Fig. 1: M4 wires
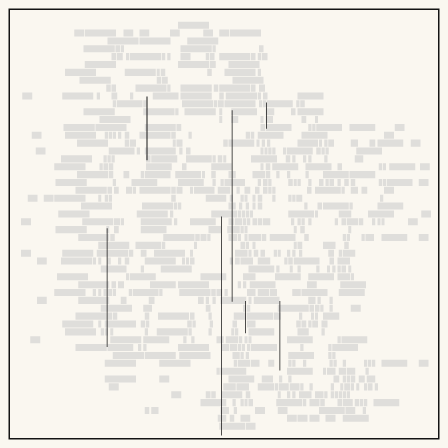
Fig. 2: close-up of the layout
Region (99, 25) to (124, 50) µm. Cells in gray, sequential cells in the stronger gray; small squares are vias.
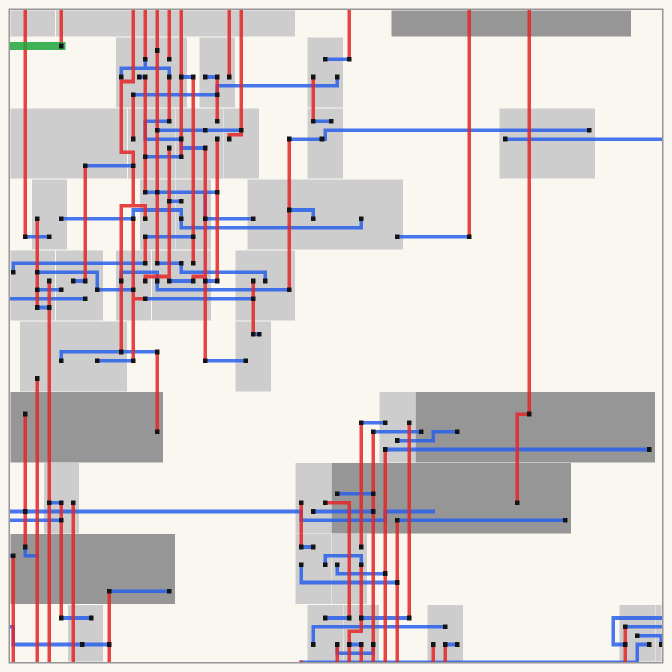
Fig. 3: routed metal, one color a layer
Two of the layers only.
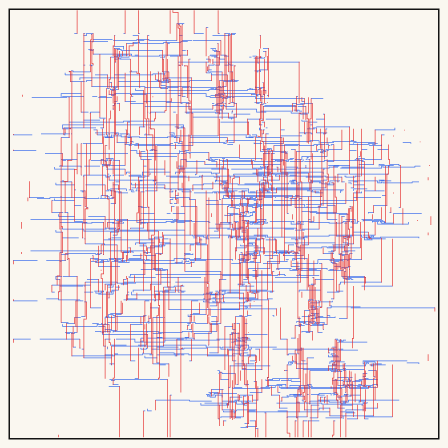
Fig. 4: supply network
Scale bar: 50 µm. Pins as bars on the die edge. Tap cells in gray.
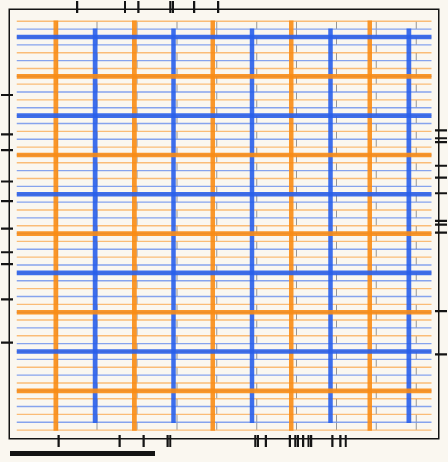
File: config.mk
export PLATFORM = sky130hd
export DESIGN_NAME = sensor_packetizer
export DESIGN_NICKNAME = d
export VERILOG_FILES = /design/src/rtl/sensor_packetizer.sv
export SDC_FILE = /design/constraint.sdc
export NUM_CORES = 1
export LEC_CHECK = 0
export ABC_AREA = 1
export CORE_MARGIN = 2
export CORE_UTILIZATION = 30
export DETAILED_ROUTE_END_ITERATION = 12
export HOLD_SLACK_MARGIN = 0.05
export PLACE_DENSITY = 0.49
export SLEW_MARGIN = 20
export SYNTH_ARGS = -nofsm -noshare
export SYNTH_HDL_FRONTEND = slang
export SYNTH_SLANG_ARGS = --single-unit
File: constraint.sdc
create_clock -name clk -period 5.1 [get_ports clk]
set_clock_uncertainty 0.15 [all_clocks]
set_input_delay 1.02 -clock clk [delete_from_list [all_inputs] [get_ports clk]]
set_output_delay 1.02 -clock clk [all_outputs]
set_load 0.005 [all_outputs]
File: src/rtl/sensor_packetizer.sv
// Buffers {sensor_id, sample} pairs in a small FIFO and serialises each one as a
// five-byte frame (sync, id, sample hi, sample lo, checksum) to a byte-wide UART.
//
// state | meaning
// IDLE  | waiting for a buffered sample; pops the FIFO when one is present
// LOAD  | popped entry held; checksum computed, byte index cleared
// SEND  | waiting for tx_busy low, then launches the indexed byte
// GUARD | one-cycle gap while the transmitter raises tx_busy
// WAIT  | waiting for the byte to finish; advances index or returns to IDLE
module sensor_packetizer #(
    parameter int         FIFO_DEPTH = 4,
    parameter logic [7:0] SYNC_BYTE  = 8'hA5
) (
    input  logic                          clk,
    input  logic                          rst_n,
    input  logic                          sample_valid,
    input  logic [3:0]                    sensor_id,
    input  logic [15:0]                   sample,
    output logic                          tx_start,
    output logic [7:0]                    tx_data,
    input  logic                          tx_busy,
    output logic [$clog2(FIFO_DEPTH):0]   fifo_level,
    output logic [7:0]                    drop_cnt,
    output logic                          idle
);
    localparam int AW = $clog2(FIFO_DEPTH);
    localparam logic [AW-1:0] PTR_ONE = 1;
    localparam logic [AW:0]   LVL_ONE = 1;
    localparam logic [AW:0]   LVL_FULL = FIFO_DEPTH[AW:0];

    typedef enum logic [2:0] {IDLE, LOAD, SEND, GUARD, WAIT} state_t;

    state_t        state_q, state_d;
    logic [19:0]   mem [FIFO_DEPTH];
    logic [AW-1:0] wr_ptr, rd_ptr;
    logic          empty, full, pop, push, drop, send_fire, idx_inc;
    logic [2:0]    idx_q;
    logic [3:0]    frame_id;
    logic [15:0]   frame_smp;
    logic [7:0]    csum_q, cur_byte;

    assign empty = (fifo_level == '0);
    assign full  = (fifo_level == LVL_FULL);
    // A full FIFO still takes a write when the read side frees a slot on the same edge.
    assign push  = sample_valid && (!full || pop);
    assign drop  = sample_valid && full && !pop;
    assign idle  = empty && (state_q == IDLE);

    always_ff @(posedge clk) begin
        if (push) mem[wr_ptr] <= {sensor_id, sample};
    end

    always_ff @(posedge clk or negedge rst_n) begin
        if (!rst_n) begin
            wr_ptr     <= '0;
            rd_ptr     <= '0;
            fifo_level <= '0;
            drop_cnt   <= 8'h00;
        end else begin
            if (push) wr_ptr <= wr_ptr + PTR_ONE;
            if (pop)  rd_ptr <= rd_ptr + PTR_ONE;
            case ({push, pop})
                2'b10:   fifo_level <= fifo_level + LVL_ONE;
                2'b01:   fifo_level <= fifo_level - LVL_ONE;
                default: fifo_level <= fifo_level;
            endcase
            if (drop && drop_cnt != 8'hFF) drop_cnt <= drop_cnt + 8'd1;
        end
    end

    always_comb begin
        state_d   = state_q;
        pop       = 1'b0;
        send_fire = 1'b0;
        idx_inc   = 1'b0;
        case (state_q)
            IDLE: begin
                if (!empty) begin
                    pop     = 1'b1;
                    state_d = LOAD;
                end
            end
            LOAD: state_d = SEND;
            SEND: begin
                if (!tx_busy) begin
                    send_fire = 1'b1;
                    state_d   = GUARD;
                end
            end
            GUARD: state_d = WAIT;
            WAIT: begin
                if (!tx_busy) begin
                    if (idx_q == 3'd4) begin
                        state_d = IDLE;
                    end else begin
                        idx_inc = 1'b1;
                        state_d = SEND;
                    end
                end
            end
            default: state_d = IDLE;
        endcase
    end

    always_comb begin
        cur_byte = SYNC_BYTE;
        case (idx_q)
            3'd1:    cur_byte = {4'h0, frame_id};
            3'd2:    cur_byte = frame_smp[15:8];
            3'd3:    cur_byte = frame_smp[7:0];
            3'd4:    cur_byte = csum_q;
            default: cur_byte = SYNC_BYTE;
        endcase
    end

    // The entry is captured on the pop edge itself: a simultaneous write to a full
    // FIFO lands in the slot just vacated, so reading it a cycle later would be wrong.
    always_ff @(posedge clk or negedge rst_n) begin
        if (!rst_n) begin
            state_q   <= IDLE;
            idx_q     <= 3'd0;
            frame_id  <= 4'h0;
            frame_smp <= 16'h0000;
            csum_q    <= 8'h00;
            tx_start  <= 1'b0;
            tx_data   <= 8'h00;
        end else begin
            state_q  <= state_d;
            tx_start <= send_fire;
            if (pop) {frame_id, frame_smp} <= mem[rd_ptr];
            if (state_q == LOAD) begin
                csum_q <= {4'h0, frame_id} + frame_smp[15:8] + frame_smp[7:0];
                idx_q  <= 3'd0;
            end else if (idx_inc) begin
                idx_q <= idx_q + 3'd1;
            end
            if (send_fire) tx_data <= cur_byte;
        end
    end
endmodule

==> impl_metrics.csv <==
group,metric,value,unit
route,drtIter0Drc,251,
grt,antenna_found_initial,0,
final_layout,seq_area_frac,0.511,
final_layout,seq_cells,138,
clocking,htree_levels,4,
worst_setup_path,reg2reg_to,"fifo_level[2]",
pwr,finalPower,4.82,mW
final_layout,comb_share,0.272,
synthesis,fp_nets,649,
floorplan,rows,52,
final_layout,layout_top_cell,"nand2_1",
synthesis,simple_gate_area_frac,0.167,
clocking,ctsResizeCount,0,
worst_setup_path,cp_common_cell,"inv_1",
synthesis,synthArstFlopShare,0.420,
synthesis,xor_area_frac,0.0113,
worst_setup_path,crit_chain,"inv_1, nand2_2, nor2_4, nand2_1, inv_1, clkdlybuf4s50_1",
synthesis,ys.flops,138,
pwr,pwr_density_cell,639,nW/µm²
synthesis,synth-compound-area-share,0.0912,
final_layout,fillers,2012,
final_layout,area_growth,21.2,%
final_layout,flop_area,3850,µm²
sta,setup_violations,0,
clocking,tritoncts,"done",
worst_setup_path,required,3930,ps
worst_setup_path,cp-startpoint,"state_q[2]",
synthesis,ys_warn_count,0,
final_layout,signal_buffers,51,
sta,layout_min_cycle_time,3070,ps
worst_setup_path,crit_buf_inv,3,
floorplan,taps,270,
synthesis,top_area_frac,0.386,
status,status,"completed",
sta,period_used_share,0.603,
synthesis,top_area_cell,"edfxtp_1",
final_layout,comb_area,2050,µm²
worst_setup_path,r2r_slack,2530,ps
synthesis,postSynthSeqShare,0.619,
clocking,clock_latency,420,ps
worst_setup_path,crit_end,"idle",
-- Fig. 1 (at the start) --
share of all routed wire: 1.8%
wire length on this layer: 248 µm
main direction: vertical
nets with wire on the layer: 2
longest straight run: 75.5 µm

-- Fig. 2 (at the start) --
legend:
  green:
    layer: metal 3
  blue:
    layer: metal 1
  red:
    layer: metal 2
most frequent: nand2_1 (11), dfrtp_1 (4)
netlist names of flops here include: drop_cnt (3), state_q (1)
cells with their middle in the window: 33
sequential cells in the window: 4

-- Fig. 3 (at the start) --
legend:
  blue:
    layer: metal 1
    wire_length: 6360 µm
  red:
    layer: metal 2
    wire_length: 6380 µm
GRT Resource Usage Total: 0.132
routed len/inst: 14.4 µm
Routed WL: 13400 µm

-- Fig. 4 (at the start) --
legend:
  orange:
    net: VSS
  blue:
    net: VDD
signal pins: 45
met4 straps: 10
tap cells: 270
met1 rails: 53
VDD IR-drop max: 0.000335 V
DIE HEIGHT: 148 µm
core area: 20300 µm²
Die X: 148 µm

==> worst reg2reg max path, delay by kind of cell (launching register included) <==
kind	cells	cell delay [ps]
AND-OR/OR-AND	2	260
XOR/XNOR	1	150
adder cells (fa/ha/maj)	2	600
buffers and inverters	3	460
flip-flops	1	430
AND/OR/NAND/NOR	3	390
==> power breakdown <==
group | internal (mW) | leakage, nW | switching, mW
clock | 0.769 | 0.287 | 0.486
sequential | 1.52 | 1.44 | 0.182
combinational | 0.696 | 1.35 | 1.16
total | 2.99 | 3.07 | 1.83
==> stage by stage <==
step	area, µm²	util	hold WS, ps	instances	setup slack [ps]
2_1_floorplan	6230	-	299	599	2590
3_3_place_gp	6950	0.342	314	901	2150
3_5_place_dp	6950	0.342	317	901	2140
4_1_cts	7540	0.372	333	932	1990
5_1_grt	7540	0.372	359	932	1930
6_report	7540	0.372	329	932	2030
==> cell usage after synthesis (2+ instances only) <==
cell	count
nor3_1	2
nand3b_1	3
clkbuf_1	8
inv_2	3
xnor2_1	2
nand2_1	113
a31oi_1	11
o21ai_0	66
nand2_4	2
nor2_1	92
dfrtp_1	58
edfxtp_1	80
xor2_1	6
o21ai_1	3
nand3_1	20
buf_2	6
inv_1	53
fa_1	6
o21a_1	2
ha_1	20
o22ai_1	10
nand4_1	5
buf_4	4
or2_2	4
a21oi_1	7
a2bb2oi_1	2
==> state kept, by name, summed over array words and instances, names as in the netlist, 3 cells and up <==
signal,count
mem,80
frame_smp,16
csum_q,8
drop_cnt,8
tx_data,8
frame_id,4
fifo_level,3
idx_q,3
state_q,3
==> layer usage <==
layer	share of wire	track usage	vias up
met5	0	0	-
met4	0.018	0.0576	0
met3	0.029	0.0267	19
met2	0.48	0.220	56
met1	0.48	0.167	1965
li1	-	-	2108
No activity file was given, so power comes from the tool's default toggle rates.
